==> run_1/placed.png <==
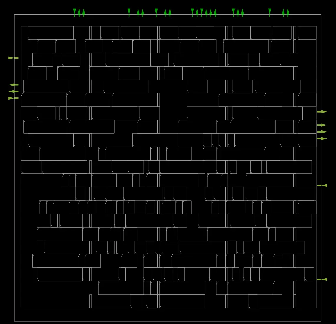
==> run_1/clock_wires.png <==
Scale bar: 20 µm.
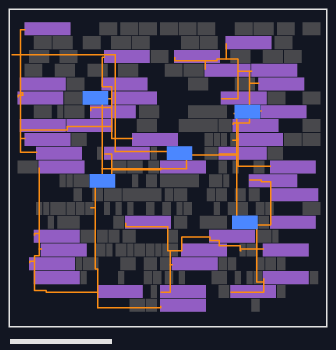
==> run_1/m2.png <==
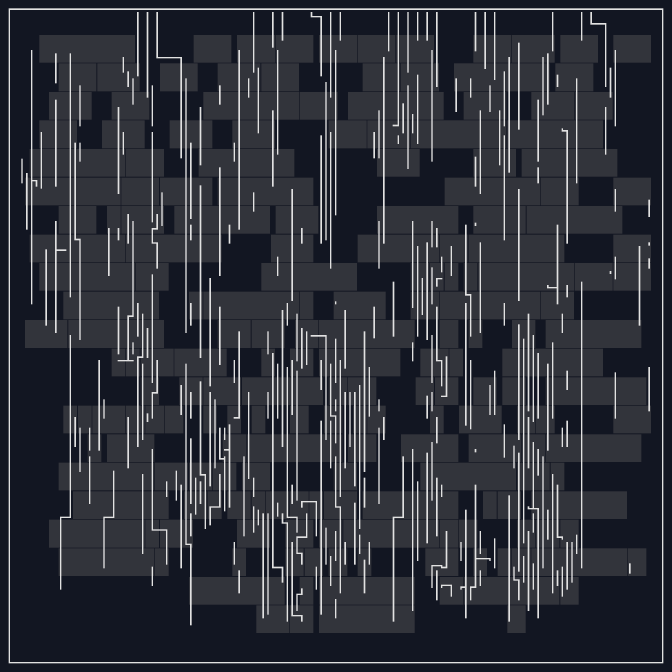
==> config.mk <==
export PLATFORM = sky130hd
export DESIGN_NAME = operand_entry_ctrl
export DESIGN_NICKNAME = d
export VERILOG_FILES = /design/src/rtl/operand_entry_ctrl.sv
export SDC_FILE = /design/constraint.sdc
export NUM_CORES = 1
export LEC_CHECK = 0
export CAP_MARGIN = 20
export CORE_MARGIN = 1
export CORE_UTILIZATION = 53
export CTS_BUF_LIST = sky130_fd_sc_hd__clkbuf_8
export DETAILED_ROUTE_END_ITERATION = 12
export HOLD_SLACK_MARGIN = 0.03
export MAX_ROUTING_LAYER = met4
export PLACE_DENSITY_LB_ADDON = 0.08
export SLEW_MARGIN = 0
export SYNTH_ARGS = -nofsm -noshare
export SYNTH_HDL_FRONTEND = slang
export SYNTH_SLANG_ARGS = --single-unit
==> constraint.sdc <==
create_clock -name CLOCK_50 -period 4.05 [get_ports CLOCK_50]
set_clock_uncertainty 0.1 [all_clocks]
set_input_delay 0.405 -clock CLOCK_50 [delete_from_list [all_inputs] [get_ports CLOCK_50]]
set_output_delay 0.405 -clock CLOCK_50 [all_outputs]
set_load 0.01 [all_outputs]
==> src/rtl/operand_entry_ctrl.sv <==
// operand_entry_ctrl
//   Front end of the 8-bit adder / hex-display datapath. Synchronises and
//   debounces the active-low ENTER button, then captures two successive SW
//   values as operands A and B and flags them VALID once both are held.
//
//   state  | meaning
//   -------+---------------------------------------------------------------
//   LOAD_A | waiting for the first press; the next press captures SW into A
//   LOAD_B | A captured; the next press captures SW into B and raises VALID
//   DONE   | both operands valid; the next press drops VALID, operands hold
module operand_entry_ctrl #(
  parameter int WIDTH           = 8,
  parameter int DEBOUNCE_CYCLES = 500000,
  parameter int CNT_W           = 20
) (
  input  logic             CLOCK_50,
  input  logic             KEY0,
  input  logic             KEY1,
  input  logic [WIDTH-1:0] SW,
  output logic [WIDTH-1:0] OP_A,
  output logic [WIDTH-1:0] OP_B,
  output logic             VALID,
  output logic             LOAD_PULSE,
  output logic [1:0]       PHASE
);

  typedef enum logic [1:0] {
    LOAD_A = 2'b00,
    LOAD_B = 2'b01,
    DONE   = 2'b10
  } phase_t;

  localparam logic [CNT_W-1:0] CNT_LAST = CNT_W'(DEBOUNCE_CYCLES - 1);

  logic             key_s1;
  logic             sync_k;
  logic             deb_lvl;
  logic [CNT_W-1:0] deb_cnt;
  logic             deb_accept;
  logic             press;
  phase_t           state;

  // The debounced level flips on the cycle the counter sits at its last value
  // and the input still disagrees; a flip to 0 is a press.
  assign deb_accept = (sync_k != deb_lvl) && (deb_cnt == CNT_LAST);
  assign press      = deb_accept && !sync_k;
  assign PHASE      = state;

  // Two-flop synchroniser; resets to the released (high) level.
  always_ff @(posedge CLOCK_50 or negedge KEY0) begin
    if (!KEY0) begin
      key_s1 <= 1'b1;
      sync_k <= 1'b1;
    end else begin
      key_s1 <= KEY1;
      sync_k <= key_s1;
    end
  end

  // Debounce: count consecutive disagreeing cycles, accept the new level
  // after DEBOUNCE_CYCLES of them; any agreeing cycle restarts the count.
  always_ff @(posedge CLOCK_50 or negedge KEY0) begin
    if (!KEY0) begin
      deb_lvl <= 1'b1;
      deb_cnt <= '0;
    end else if (sync_k == deb_lvl) begin
      deb_cnt <= '0;
    end else if (deb_accept) begin
      deb_lvl <= sync_k;
      deb_cnt <= '0;
    end else begin
      deb_cnt <= deb_cnt + CNT_W'(1);
    end
  end

  // Capture sequencer; strobe, operands and phase all move on the press edge.
  always_ff @(posedge CLOCK_50 or negedge KEY0) begin
    if (!KEY0) begin
      state      <= LOAD_A;
      OP_A       <= '0;
      OP_B       <= '0;
      VALID      <= 1'b0;
      LOAD_PULSE <= 1'b0;
    end else begin
      LOAD_PULSE <= press;
      if (press) begin
        case (state)
          LOAD_A: begin
            OP_A  <= SW;
            state <= LOAD_B;
          end
          LOAD_B: begin
            OP_B  <= SW;
            VALID <= 1'b1;
            state <= DONE;
          end
          default: begin
            VALID <= 1'b0;
            state <= LOAD_A;
          end
        endcase
      end
    end
  end

endmodule

==> git commit body, run 1 <==
Refresh implementation metrics

- Result of the run: finished, final reports clean
- No sink is reached through more buffers than the 2 on the longest clock path.
- Among the non-sequential cells, simple AND/OR/NAND/NOR gates take the most area.
* Sequential area share after synthesis: 56.26%
- The share of the core area taken by cells at floorplan is 56.19%.
* Number of multi-input logic gates: 110
- The first global-routing pass estimated 6299 µm of wire.
* Actual slew at the worst max-slew pin: 0.8967 ns
- Area used by multi-input combinational logic: 803.3 µm²
* Net count entering floorplan: 174
* Number of buffers and inverters on the critical path: 0
* Count of maximum capacitance violations: 0
* GRT met3 Usage: 4.596%
* Yosys aoi share: 5.215%
- The total overflow left after global routing is 0.
* Slowest-stage cell, CP: nor4_4
- Combined flip-flop and latch cell area: 1080 µm²
- The clock tree has to reach 43 sinks.
- I/O pins: 31
* Non-clock buffers, area share: 12.92%
- For this run, the detailed router reports a per-instance via density of 5.601.
* Primary FF master, synth: dfrtp_1
- Clock tree synthesis inserted a total of 5 buffers.
* Routed wire per std cell: 14.42 µm
- Met1 global-route usage: 28.34%
- The required time at the worst endpoint is listed as 4.12 ns.
- Leaving out fill and tap cells, the most frequent cells in the layout are dfrtp_1 (40), clkdlybuf4s50_1 (29), nor2_1 (17).
- Ranked by flip-flop count, first place goes to deb_cnt.
- Non-clock inverter instance count of the final layout: 5
- In the final layout, the registers with the most flip-flops are deb_cnt: 20 flops, OP_A: 8 flops, OP_B: 8 flops.
* Maximum clock frequency: 0.4250 GHz
- Final Power: 712.1 µW
* Leak Pwr: 0.0009696 µW
- The synthesized design contains 0 enable-type register cells.
- Summing every instance area after synthesis gives 1919 µm².
- Broken down by cell family, the worst path's largest delay share belongs to simple AND/OR/NAND/NOR gates.
- The detailed router reports a met2 wire length of 1750 µm.
* Gate count of the mapped netlist: 162
- By instance count after routing, the leading logic cell type is dfrtp_1.
- Pin count of the biggest net entering global routing: 44
- Critical path fanouts, max: 8
- The cell sitting at the root of the clock tree is a clkbuf_8.
- Measured against the total synthesized area, the mux share comes to 9.974%.
- Buffers inserted to repair hold after CTS numbered 0.
- TritonCTS clock tree: done
- Setup-failing EPs final: 0
- By area the synthesized netlist is led by dfrtp_1 (52%), mux2_2 (9.4%), dfstp_2 (4.1%), nor2_1 (3.3%), nor4_4 (3.3%).
- For reference, XOR and XNOR gates occupy 5.020% of the area reported after synthesis.
* Syn Area/Cell: 11.85 µm²
- Yosys warning tally: 0
* Min cycle time layout: 2.353 ns
- Clk slew on worst S/H paths: 0.08 ns
- Vias in the first global route: 1371
- OpenSTA lists the critical path startpoint as deb_cnt[0].
* Final worst-path cycle share: 58.09%
* Area growth from synthesis to layout: 22.10%
- Per the synthesis report, the number of distinct cell types is 31.
- The register with the most flip-flops in the layout has 20 of them.
- For this run the detailed placement stage logged an HPWL of 2537 µm.
* # clk buffers: 5
- As logged by OpenROAD, the buffers inserted on ports number 30.
Back to the opening pictures, placed.png:
fraction of area in registers: 46.08%
Final Core Density: 68.61%
Placement Rows: 21

Back to the opening pictures, clock_wires.png:
[flip-flops] purple | count: 43
[clock-net drivers] blue | count: 5
[clock wires] orange | length: 459 µm
routed clock nets: 6
flops lie: spread over the die

Back to the opening pictures, m2.png:
nets with wire on the layer: 187
share of all routed wire: 50%
global routing met2 resource utilization: 32.55%
Final Routed Wirelength: 3505 µm
number of vias after detailed routing: 1361

[run 1: final timing paths]
| check | to | slack, ns | depth (start not counted) |
|---|---|---|---|
| setup reg to reg | OP_B[5] | 1.70 | 5 |
| setup / recovery | OP_B[5] | 1.70 | 5 |
| hold reg to reg | sync_k | 0.26 | 0 |
| min in group CLOCK_50 | sync_k | 0.26 | 0 |
| max in group asynchronous | deb_cnt[0] | 3.15 | 1 |
| hold / removal | deb_cnt[17] | 0.14 | 1 |
[run 1: stage by stage]
step                      hold slack [ns]  util, %
final                              0.1386    68.61
after floorplan                  0.009409        -
after global placement             0.2501    66.23
after detailed placement           0.2488    66.23
after CTS                          0.1722    68.61
after global routing               0.2228    68.61
[run 1: where the power goes]
group,switching [µW],internal (µW)
Clock,133,116
Combinational,15.5,11.5
Sequential,3.22,433
Total,151,561
==> run_1/class_map.png <==
Scale bar: 20 µm.
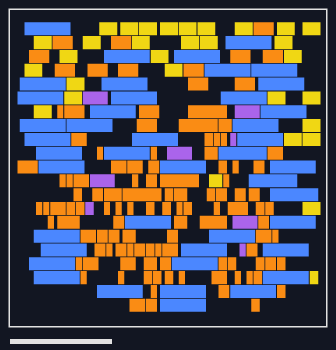

--- run 2 (diff from run 1) ---
==> constraint.sdc (replaced) <==
create_clock -name CLOCK_50 -period 2.2 [get_ports CLOCK_50]
set_clock_uncertainty 0.1 [all_clocks]
set_input_delay 0.22 -clock CLOCK_50 [delete_from_list [all_inputs] [get_ports CLOCK_50]]
set_output_delay 0.22 -clock CLOCK_50 [all_outputs]
set_load 0.01 [all_outputs]
==> run_2/class_map.png <==
Scale bar: 20 µm.
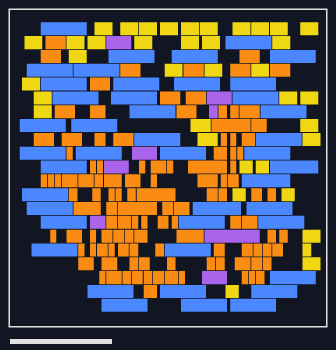
[remaining buffers and delay cells] yellow | cells: 38 | share of their area: 15%
[clock drivers and dummy loads] purple | cells: 8 | share of their area: 4.7%
[sequential cells] blue | cells: 43 | share of their area: 45%
[remaining logic cells] orange | cells: 115 | share of their area: 35%
Final Core Density: 71.43%
fraction of area in registers: 44.26%
Core Box Area: 3416 µm²
post-route cell area: 2440 µm²

==> run_2/gates.png <==
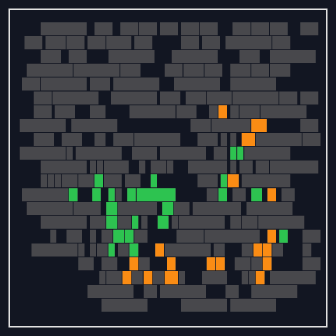
[nand cells] green | cells: 22 | most used: nand3_1
[aoi and oai cells] orange | cells: 18

==> git commit body, run 2 <==
Refresh implementation metrics

- The run finished with clean final reports.
- Per report_power, the combinational group accounts for 3.7% of the total.
- Syn Area/Cell: 11.85 µm²
* Cell Int Power: 1161 µW
- Number of multi-input logic gates: 110
* Clk slew on worst S/H paths: 0.08 ns
- Worst reg2reg path depth: 6
- Pin count of the biggest net entering global routing: 21
- Final Power: 1470 µW
- TritonCTS built the clock tree.
- Worst Path Arrival: 2.17 ns
* I/O pins: 31
* Logic depth of the worst setup path including buffers: 6
* Area used by multi-input combinational logic: 805.8 µm²
* Yosys aoi share: 5.215%
- Routing resource usage on met1 recorded by global route was 27.75%.
* Min cycle time layout: 2.084 ns
* Maximum clock frequency: 0.4798 GHz
* Yosys warning tally: 0
* Most frequent cells in the layout: dfrtp_1 (40), clkdlybuf4s50_1 (29), nor2_1 (17)
- The wire-length estimate of the detail-placed layout is 2706 µm.
- The register with the most flip-flops in the final layout is deb_cnt.
* Synthesized cell area: 1919 µm²
- Critical path fanouts, max: 9
- Buffers outside the clock tree occupy 14.97% of the routed design's cell area.
- Final tally of max-slew violations: 0
- The cell family contributing the most delay on the critical path is simple AND/OR/NAND/NOR gates.
- On the critical path, the stage with the largest delay is an instance of dfrtp_1.
* Root buf cell: clkbuf_8
* GRT met3 Usage: 3.309%
* Overall overflow remaining after global route: 0
* Routed wire per std cell: 14.88 µm
* Endpoint of the most critical register-to-register path: OP_A[4]
- For this configuration, the core starts out at a cell density of 56.19%.
- The pin closest to its max-slew limit shows a slew of 0.4565 ns.
- Data required time at the worst endpoint: 2.28 ns
- Summing the areas of all xor and xnor instances in the mapped netlist gives 5.020% of the synthesized area.
* Number of enable-type register cells in the synthesized netlist: 0
* Biggest consumer: sequential cells
- Setup-failing EPs final: 0
* First-pass GRT wire length: 6610 µm
- PortBufs: 30
- At floorplan, the net count of the design was reported as 174.
- In this run, power in combinational logic comes to 54.2 µW.
- Gate count of the mapped netlist: 162
- Detailed-route vias per instance: 5.600
* Timing startpoint of the critical path: deb_cnt[0]
- Proportion of synthesized area in mux cells: 9.974%
- Bufs on Longest Clock Path: 2
- The register with the most flip-flops in the layout has 20 of them.
- The power report lists the sequential group at 804 µW.
* Leak Pwr: 0.001009 µW
- The number of clock buffers added by TritonCTS is 5.
- Register-to-Register Setup Slack: 0.12 ns
- Following the worst setup path forward leads to its endpoint at OP_A[4].
- Clock buffers and inverters, area share: 4.615%
- Final Routed Wirelength: 3720 µm
- For this run, global-route usage on met2 was measured as 35.99%.
- In this run, power in the clock network comes to 612 µW.
- Summing the sequential cell areas from Yosys gives 56.26% of the chip area.
- Tally of unique sky130hd cells used after synthesis: 31
- Worst ir drop on vdd: 0.5471 mV
* Number of sinks driven by the clock tree: 43
- Across the whole layout, storage elements account for 1080 µm².
- After clock tree synthesis, the flow added hold-fix buffers numbering 1.
- Non-clock inverter instance count of the final layout: 5
- Of the combinational cells, the family taking the most area is simple AND/OR/NAND/NOR gates.
- Number of buffers and inverters on the critical path: 1
* Final worst-path cycle share: 94.74%
- Relative to the synthesized area, the layout overhead comes to 27.12%.
- For reference, the placement row count at floorplan is 21.
- Synth area leaders: dfrtp_1 (52%), mux2_2 (9.4%), dfstp_2 (4.1%), nor2_1 (3.3%), nor4_4 (3.3%)
* Switching power total: 309.1 µW
- # clk buffers: 5
- Chip area line of the yosys report: 1919 µm²
- Vias in the first global route: 1420
- By instance count after routing, the leading logic cell type is dfrtp_1.
- Share of power burned in the clock network: 41.6%
* Switching portion of total power: 21.03%
- Per STA, the worst path is made up of ha_2 -> and4_2 -> nand4_4 -> nor4_4 -> buf_6 -> mux2_2.
- Primary FF master, synth: dfrtp_1
- Registers with the highest flip-flop counts: deb_cnt: 20 flops, OP_A: 8 flops, OP_B: 8 flops
## run 2: metal layers
metal	part of all wire, %	wire [µm]
met5	0	0
met4	2.3	86
met3	3.3	123
met2	52	1916
met1	43	1593
## run 2: cells by family (layout without fill, tap and decap cells)
family,Yosys count,in the layout
buffers and inverters,9,51
AOI/OAI and AO/OA,18,18
xor gates and xnor gates,11,11
and+or+nand+nor,63,63
DFF,43,43
muxes,17,17
adders and majority gates,1,1
## run 2: per-stage QoR
stage / util [%] / worst slack [ns] / hold WS [ns]
after floorplan: - / 0.1137 / -0.1756
after global placement: 67.11 / 0.1235 / -0.05148
after detailed placement: 67.11 / 0.05299 / -0.04802
after CTS: 70.70 / 0.03902 / 0.1656
after global routing: 71.43 / 0.006076 / 0.1858
final: 71.43 / 0.1158 / 0.1712
==> run_2/placed.png <==
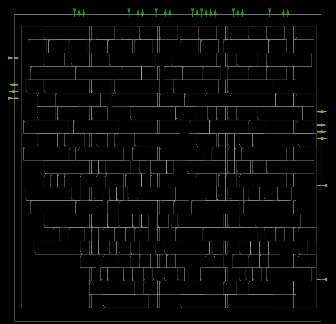

--- run 3 (diff from run 2) ---
--- a/config.mk
+++ b/config.mk
@@ -13,7 +13,7 @@
 export HOLD_SLACK_MARGIN = 0.03
 export MAX_ROUTING_LAYER = met4
 export PLACE_DENSITY_LB_ADDON = 0.08
-export SLEW_MARGIN = 0
+export SETUP_SLACK_MARGIN = 0.15
 export SYNTH_ARGS = -nofsm -noshare
 export SYNTH_HDL_FRONTEND = slang
 export SYNTH_SLANG_ARGS = --single-unit
==> run_3/placed.png <==
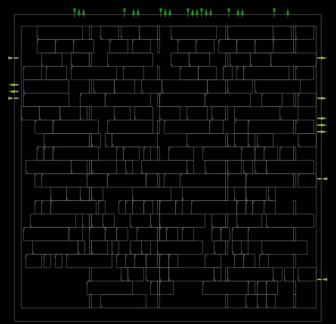
flop count: 43
num tapcells: 46
filler-free cell count of the finished design: 253

==> git commit body, run 3 <==
Refresh implementation metrics

- The script extracted a total leakage power of 0.001017 µW.
- The number of placed instances, taps included, is 239.
- TritonCTS buffer count: 5
- The report gives the cell count of the worst hold path as 1.
- Number of multi-input logic gates: 110
- Bufs on Longest Clock Path: 2
* Critical path fanouts, max: 8
- Measured on the final layout, the clock distribution area share stands at 3.404%.
- Pin count of the biggest net entering global routing: 26
- Worst min-delay path endpoint: key_s1
- Number of enable-type register cells in the synthesized netlist: 0
* Area growth from synthesis to layout: 28.29%
- Placement Rows: 21
* Number of sinks driven by the clock tree: 43
- The global routing stage identified its most utilized layer as met2.
- Port buffering added 30 buffers.
- After clock tree synthesis, the setup repair step added 3 buffers.
* Final Core Density: 72.09%
* Non-clock inverter instance count of the final layout: 5
- The first global-routing pass estimated 6499 µm of wire.
- Final Power: 1344 µW
- Fraction of area in registers: 43.85%
- In the Yosys stats the netlist draws on 31 distinct library cells.
- Global routing met2 resource utilization: 35.03%
- Cell breakdown of the critical path: ha_4 -> and4_4 -> nand4_4 -> nor4_4 -> buf_6 -> mux2_2
- Per the detail_route report, vias per standard cell equal 5.569.
- Primary FF master, synth: dfrtp_1
* GRT met3 Usage: 7.169%
* Slowest-stage cell, CP: dfrtp_1
* Synthesized cell area: 1919 µm²
* Routed wire length on met2: 1883 µm
* Net count entering floorplan: 174
* Top register by number of flip-flops: deb_cnt
* TritonCTS clock tree: done
* Post-detail-place hpwl: 2537 µm
* Actual slew at the worst max-slew pin: 0.4292 ns
- For this run, the final setup violation count is recorded as 0.
- The cell count after synthesis came out at 162.
- The critical path starts at deb_cnt[1].
- The detailed router used layers up to and including met4.
- Met1 global-route usage: 28.50%
* Worst Path Arrival: 2.05 ns
- Number of buffers inserted by hold repair at cts: 1
- Adding up every negative setup slack in the final design gives 0 ns.
- Chip area line of the yosys report: 1919 µm²
- Leaving out fill and tap cells, the most frequent cells in the layout are dfrtp_1 (40), clkdlybuf4s50_1 (29), nor2_1 (17).
* Setup slack after placement: 0.09020 ns
* # clk buffers: 5
- Non-clock buffers, area share: 15.60%
- Final tally of max-slew violations: 0
- Maximum clock frequency: 0.5060 GHz
* Result of the run: finished, final reports clean
* Routed wire per std cell: 14.75 µm
- The analysis reports a worst IR drop on VDD of 0.4774 mV.
- Register-to-Register Setup Slack: 0.22 ns
- Met1 wire length: 1719 µm
* Worst reg2reg path depth: 6
* Count of maximum capacitance violations: 0
- Yosys warning tally: 0
- 31 I/O pins were placed.
* Syn Area/Cell: 11.85 µm²
* Endpoint of the most critical setup path: OP_B[4]
- The multi-input combinational cells in the finished layout cover a total of 838.3 µm².
* Final Routed Wirelength: 3731 µm
- Clk slew on worst S/H paths: 0.08 ns
- Number of vias after detailed routing: 1409
- Largest register FFs: 20
- Core Box Area: 3416 µm²
- Overall overflow remaining after global route: 0
* Combined flip-flop and latch cell area: 1080 µm²
- Post-route cell area: 2462 µm²
* Most common cell after layout, fill and taps aside: dfrtp_1
- According to the timing report, the data required time at the worst endpoint equals 2.28 ns.
- For this configuration, the core starts out at a cell density of 56.19%.
- After layout, the minimum clock period comes to 1.976 ns.
- The number of global-route vias before repair is 1380.
- The registers reported with the highest flop counts are deb_cnt: 20 flops, OP_A: 8 flops, OP_B: 8 flops.
* Root buf cell: clkbuf_8
- After layout, the worst path uses 89.82% of the clock period.
==> run_3/gates.png <==
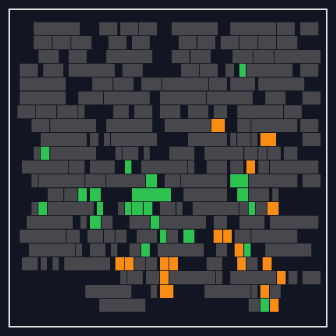
[aoi and oai cells] orange | cells: 18
[nand cells] green | cells: 22

==> run 3: cell counts after synthesis <==
Identical to the previous run, type by type.
==> run 3: cell families after synthesis <==
kind of cell | after synthesis | share of synthesized area (%)
fa+ha+maj | 1 | 0.6518
xor+xnor | 11 | 5.019
buf+inv | 9 | 1.891
compound gates | 18 | 5.215
simple gates | 63 | 20.99
mux | 17 | 9.974
flops | 43 | 56.26
==> run 3: critical path, delay by kind of cell (launching register included) <==
family / cells / cell delay (ns)
adders and majority gates: 1 / 0.17
buffers and inverters: 1 / 0.18
DFF: 1 / 0.40
muxes: 1 / 0.34
and+or+nand+nor: 3 / 0.66
==> run 3: power by group <==
group          switching [µW]  internal [µW]  total [µW]  leakage, µW
sequential               7.22            797         805     0.000588
clock                     262            217         480    0.0000477
combinational            31.2           28.8        60.0     0.000382
Power figures rest on the tool's default switching activity, not on a simulated workload.
